--- config.mk ---
export PLATFORM = sky130hd
export DESIGN_NAME = axis_stall_receiver
export DESIGN_NICKNAME = d
export VERILOG_FILES = /design/src/rtl/axis_stall_receiver.sv
export SDC_FILE = /design/constraint.sdc
export NUM_CORES = 1
export LEC_CHECK = 0
export ABC_CLOCK_PERIOD_IN_PS = 7700
export CAP_MARGIN = 5
export CELL_PAD_IN_SITES_DETAIL_PLACEMENT = 2
export CELL_PAD_IN_SITES_GLOBAL_PLACEMENT = 2
export CORE_UTILIZATION = 32
export DETAILED_ROUTE_END_ITERATION = 7
export GPL_TIMING_DRIVEN = 0
export HOLD_SLACK_MARGIN = 0.12
export PLACE_DENSITY = 0.89
export REMOVE_ABC_BUFFERS = 1
export SLEW_MARGIN = 20
export SYNTH_ARGS = -nofsm -noshare
export SYNTH_HDL_FRONTEND = slang
export SYNTH_SLANG_ARGS = --single-unit
--- constraint.sdc ---
create_clock -name clk -period 7.7 [get_ports clk]
set_input_delay 1.155 -clock clk [delete_from_list [all_inputs] [get_ports clk]]
set_output_delay 1.155 -clock clk [all_outputs]
set_load 0.05 [all_outputs]
--- src/rtl/axis_stall_receiver.sv ---
// AXI-Stream sink with programmable post-beat backpressure (none / fixed / LFSR-random).
// Captures and counts every accepted beat and keeps a modular per-packet checksum.
module axis_stall_receiver #(
  parameter int          DATA_W     = 16,
  parameter int          CNT_W      = 16,
  parameter int          STALL_MODE = 2,
  parameter int          STALL_MIN  = 20,
  parameter int          STALL_MAX  = 50,
  parameter logic [15:0] LFSR_SEED  = 16'hACE1
) (
  input  logic              clk,
  input  logic              rst_n,
  input  logic [DATA_W-1:0] s_axis_data,
  input  logic              s_axis_valid,
  input  logic              s_axis_last,
  output logic              s_axis_ready,
  output logic [DATA_W-1:0] result,
  output logic              result_valid,
  output logic [CNT_W-1:0]  beat_count,
  output logic [CNT_W-1:0]  pkt_count,
  output logic [DATA_W-1:0] pkt_sum,
  output logic              pkt_sum_valid
);

  if (STALL_MAX > 255 || STALL_MAX < STALL_MIN || STALL_MIN < 0) begin : g_bad_stall
    $error("axis_stall_receiver: need 0 <= STALL_MIN <= STALL_MAX <= 255");
  end

  localparam logic [15:0] SEED  = (LFSR_SEED == 16'h0000) ? 16'h0001 : LFSR_SEED;
  localparam int          RANGE = (STALL_MAX >= STALL_MIN) ? (STALL_MAX - STALL_MIN + 1) : 1;

  typedef enum logic {ST_READY, ST_STALL} state_t;

  state_t              state_q, state_d;
  logic [7:0]          cnt_q, cnt_d;
  logic [7:0]          stall_len;
  logic [15:0]         lfsr, lfsr_next;
  logic [DATA_W-1:0]   running_sum;
  logic                accept;

  assign accept = s_axis_valid & s_axis_ready;

  // Galois form of x^16+x^14+x^13+x^11, free-running regardless of traffic
  assign lfsr_next = {1'b0, lfsr[15:1]} ^ (lfsr[0] ? 16'hB400 : 16'h0000);

  always_comb begin
    stall_len = '0;
    case (STALL_MODE)
      1:       stall_len = 8'(STALL_MIN);
      2:       stall_len = 8'(STALL_MIN) + 8'(lfsr % 16'(RANGE));
      default: stall_len = '0;
    endcase
  end

  // State register
  always_ff @(posedge clk or negedge rst_n) begin
    if (!rst_n) begin
      state_q <= ST_READY;
      cnt_q   <= '0;
    end else begin
      state_q <= state_d;
      cnt_q   <= cnt_d;
    end
  end

  // Next-state logic
  always_comb begin
    state_d = state_q;
    cnt_d   = cnt_q;
    case (state_q)
      ST_READY: begin
        if (accept && stall_len != 8'd0) begin
          state_d = ST_STALL;
          cnt_d   = stall_len;
        end
      end
      ST_STALL: begin
        cnt_d = cnt_q - 8'd1;
        if (cnt_q == 8'd1) state_d = ST_READY;
      end
      default: state_d = ST_READY;
    endcase
  end

  // Output decode: ready comes straight from the state flop, never from valid
  always_comb begin
    s_axis_ready = 1'b0;
    if (state_q == ST_READY) s_axis_ready = 1'b1;
  end

  always_ff @(posedge clk or negedge rst_n) begin
    if (!rst_n) begin
      lfsr          <= SEED;
      result        <= '0;
      result_valid  <= 1'b0;
      beat_count    <= '0;
      pkt_count     <= '0;
      pkt_sum       <= '0;
      pkt_sum_valid <= 1'b0;
      running_sum   <= '0;
    end else begin
      lfsr          <= lfsr_next;
      result_valid  <= accept;
      pkt_sum_valid <= accept & s_axis_last;
      if (accept) begin
        result     <= s_axis_data;
        beat_count <= beat_count + CNT_W'(1);
        if (s_axis_last) begin
          pkt_count   <= pkt_count + CNT_W'(1);
          pkt_sum     <= running_sum + s_axis_data;
          running_sum <= '0;
        end else begin
          running_sum <= running_sum + s_axis_data;
        end
      end
    end
  end

endmodule

==> run_1/congestion.png <==
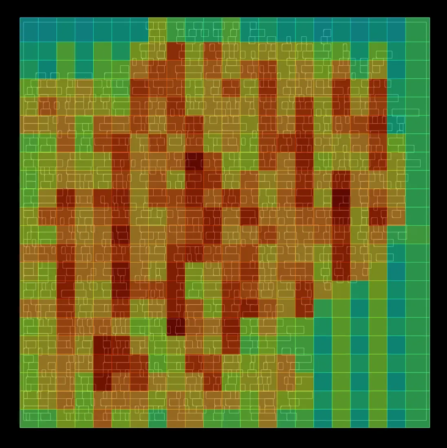
grt met2 use: 44.4%
met3 Track Usage GR: 4.99%

==> run_1/wires.png <==
The bar under the picture is 50 µm long.
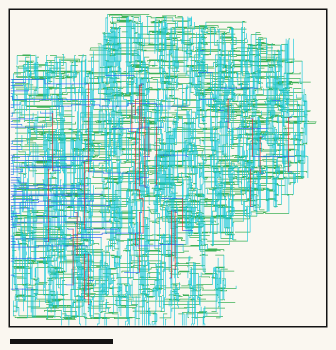
- metal 2: cyan (wire length 16500 µm)
- metal 3: blue (wire length 1190 µm)
- metal 4: red (wire length 661 µm)
- metal 1: green (wire length 12300 µm)
Global Route Usage Sum: 23.7%
Post-Route WL: 30600 µm
Vias: 7335

==> results.cfg, run 1 <==
; physical design summary
[outcome]
status = finished, violations left
violations = negative setup slack

[timing]
worst_slack_ns = -0.0843
finalMaxSlewViolations = 0
tightest_slew_ns = 0.893
setup-violations-final = 3
relSlewSlack_pct = 40.1

[global_routing]
grt_pass1_vias = 8000
top_usage_layer = met2
grt_overflow = 0
use_met1_pct = 26.7

[logic_synthesis]
avgSynthCellArea_um2 = 8.92
top_area_share_pct = 33.5

[die]
std_cell_rows = 55
die_w_um = 154
die_h_um = 154

[flow_run]
openroad.warnings = 27

[layout]
nNetsFinal = 1000
fillers = 2330
syn2layout_area_growth_pct = 35.2

[clock_tree]
clockRootBuffer = clkbuf_16
path_clk_slew_ns = 0.08

[power_and_ir_drop]
p_total_mw = 1.14

[setup_path]
critical_path_class = register to register
crit_buf_inv = 5

[drt]
top_layer = met4
==> run_1/logic_types.png <==
The bar under the picture is 50 µm long.
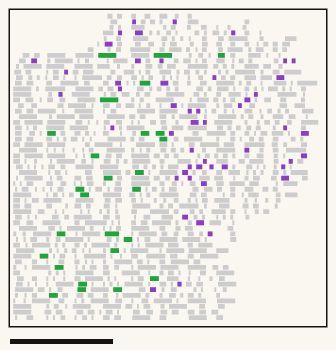
- and/or cells: purple (cells 50; most used and3_1)
- fa/ha/maj cells: green (cells 26; most used ha_1)
combinational fraction of the cell area: 50.8%
Post-Layout Cell Count: 1246

-- run 1: area by class of cell --
| cell class | count | share of cell area (%) |
|---|---|---|
| Clock buffer | 10 | 2.29 |
| Inverter | 31 | 1.19 |
| Sequential cell | 107 | 26.9 |
| Tap cell | 285 | 3.57 |
| Clock inverter | 6 | 0.964 |
| Timing Repair Buffer | 151 | 14.2 |
| Multi-Input combinational cell | 656 | 50.8 |
-- run 1: cell families (layout without fill, tap and decap cells) --
family	count (synthesis)	after routing	synth area share (%)
and+or+nand+nor	324	324	21.9
DFF	107	107	36.4
muxes	8	8	1.35
xor gates and xnor gates	64	64	7.77
adders and majority gates	26	26	4.45
buffers and inverters	66	198	3.67
AOI/OAI and AO/OA	234	234	24.5
-- run 1: worst paths after layout --
| path | startpoint | endpoint | depth (start not counted) |
|---|---|---|---|
| min reg2reg | lfsr[7] | lfsr[6] | 0 |
| max in group asynchronous | rst_n | running_sum[7] | 2 |
| max reg2reg | lfsr[11] | cnt_q[3] | 31 |
| min in group asynchronous | rst_n | pkt_count[11] | 1 |
| min | lfsr[7] | lfsr[6] | 0 |
| max | lfsr[11] | cnt_q[3] | 31 |
-- run 1: power breakdown --
| group | internal, mW | switching (mW) | leakage [nW] | total (mW) |
|---|---|---|---|---|
| logic | 0.0175 | 0.0286 | 2.45 | 0.0462 |
| clock network | 0.290 | 0.241 | 0.155 | 0.531 |
| registers | 0.562 | 0 | 1.44 | 0.562 |
-- run 1: worst register-to-register path, delay by kind of cell, from the launching register on --
| family | cells | cell delay, ns |
|---|---|---|
| buffers and inverters | 5 | 0.81 |
| AND-OR/OR-AND | 15 | 3.89 |
| XOR/XNOR | 1 | 0.15 |
| flip-flops | 1 | 0.62 |
| adder cells (fa/ha/maj) | 2 | 0.41 |
| AND/OR/NAND/NOR | 8 | 1.74 |
==> run_1/detail.png <==
The bar under the picture is 5 µm long. Window x 67 to 87, y 98 to 118 µm. Cells in gray, sequential cells in the stronger gray; small squares are vias.
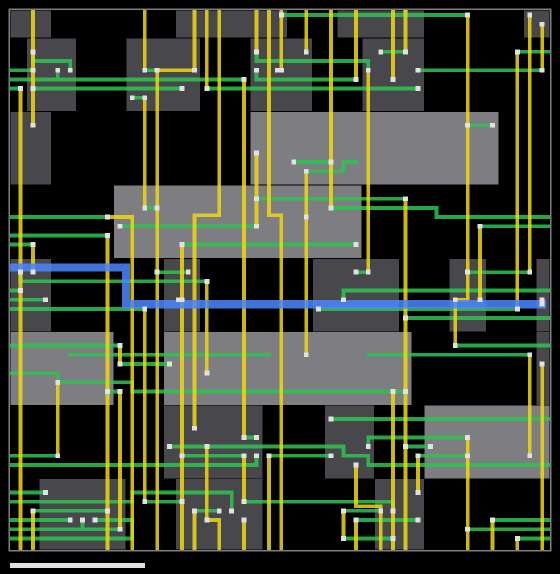

==> run 1 -> run 2 <==
Settings changed: SETUP_SLACK_MARGIN set to 0.3.
==> run_2/detail.png <==
The bar under the picture is 5 µm long. Window x 67 to 87, y 98 to 118 µm. Cells in gray, sequential cells in the stronger gray; small squares are vias.
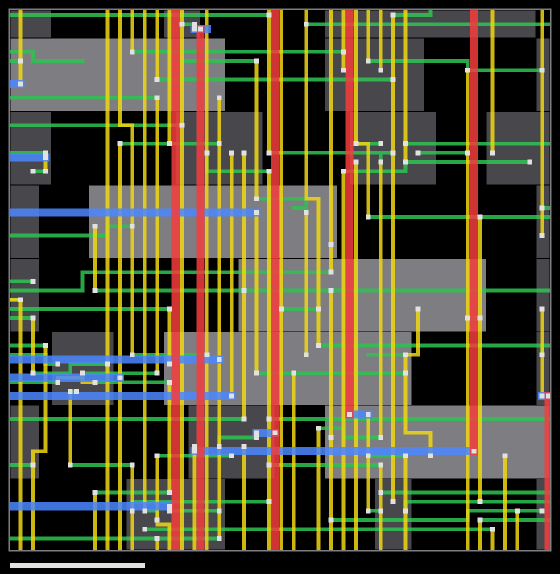
- metal 4: red
- metal 3: blue
- metal 2: yellow
- metal 1: green
- cells with their middle in the window: 14
- sequential cells in the window: 5
- netlist names of flops here include: cnt_q (3)
- most frequent: dfrtp_1 (5), nor4b_1 (2)

==> results.cfg, run 2 <==
; physical design summary
[outcome]
status = finished, violations left
violations = negative setup slack

[global_routing]
grt_overflow = 0
grt_usage_pct = 26.0
grt_util_met2_pct = 48.5
grt_pass1_vias = 8287
use_met3_pct = 5.52

[power_and_ir_drop]
internal_power_mw = 0.870
clk-power_mw = 0.543
clkPwrFrac_pct = 47.1
switching_share_pct = 24.5

[layout]
stdcell_count = 1275
syn2layout_area_growth_pct = 42.9

[timing]
worst_slack_ns = -0.453
setup-violations-final = 9

[hold_path]
min_from = lfsr[7]

[drt]
routed_wl_um = 36800

[setup_path]
rr_worst_depth = 33

[logic_synthesis]
ys_sh_aoi_pct = 24.5

[flow_run]
openroad.warnings = 28
==> run 2: cell counts after synthesis <==
No cell type changed its count.
==> run 2: cells by family after synthesis <==
kind of cell               Yosys count
and+or+nand+nor                    324
xor gates and xnor gates            64
AOI/OAI and AO/OA                  234
DFF                                107
buffers and inverters               66
adders and majority gates           26
muxes                                8
==> run 2: layout make-up <==
class | count | area, µm² | area share, %
Clock inverter | 6 | 96.3 | 0.912
Tap cell | 285 | 357 | 3.38
Multi-Input combinational cell | 656 | 5390 | 51.0
Inverter | 31 | 119 | 1.13
Sequential cell | 107 | 2690 | 25.5
Timing Repair Buffer | 180 | 1680 | 15.9
Clock buffer | 10 | 229 | 2.17
==> run 2: through the flow <==
stage / hold slack (ns) / worst slack (ns) / utilization (%) / instance area (µm²) / setup TNS, ns
detailed placement: 0.423 / -1.94 / 37.6 / 8510 / -14.29
finish: 0.452 / -0.453 / 46.7 / 10600 / -2.45
floorplan: 0.390 / -0.356 / - / 7240 / -0.971
CTS: 0.434 / 0.309 / 43.0 / 9740 / 0
global route: 0.458 / -0.723 / 46.7 / 10600 / -4.54
global placement: 0.419 / -1.61 / 37.3 / 8460 / -11.97
==> run 2: worst max-delay path, delay by kind of cell (launching register included) <==
kind	cells	cell delay [ns]
AOI/OAI and AO/OA	17	4.12
xor gates and xnor gates	1	0.21
adders and majority gates	3	0.60
buffers and inverters	3	0.39
DFF	1	0.64
muxes	2	0.65
and+or+nand+nor	7	1.35
==> run 2: repair_timing <==
action / in CTS / in global routing
resized: 104 / 95
buffers inserted: 49 / 43
hold buffers: 0 / 0
setup endpoints to repair: 9 / 9
pin swaps: 44 / 56
endpoints found under the hold margin: 0 / 0
No activity file was given, so power comes from the tool's default toggle rates.
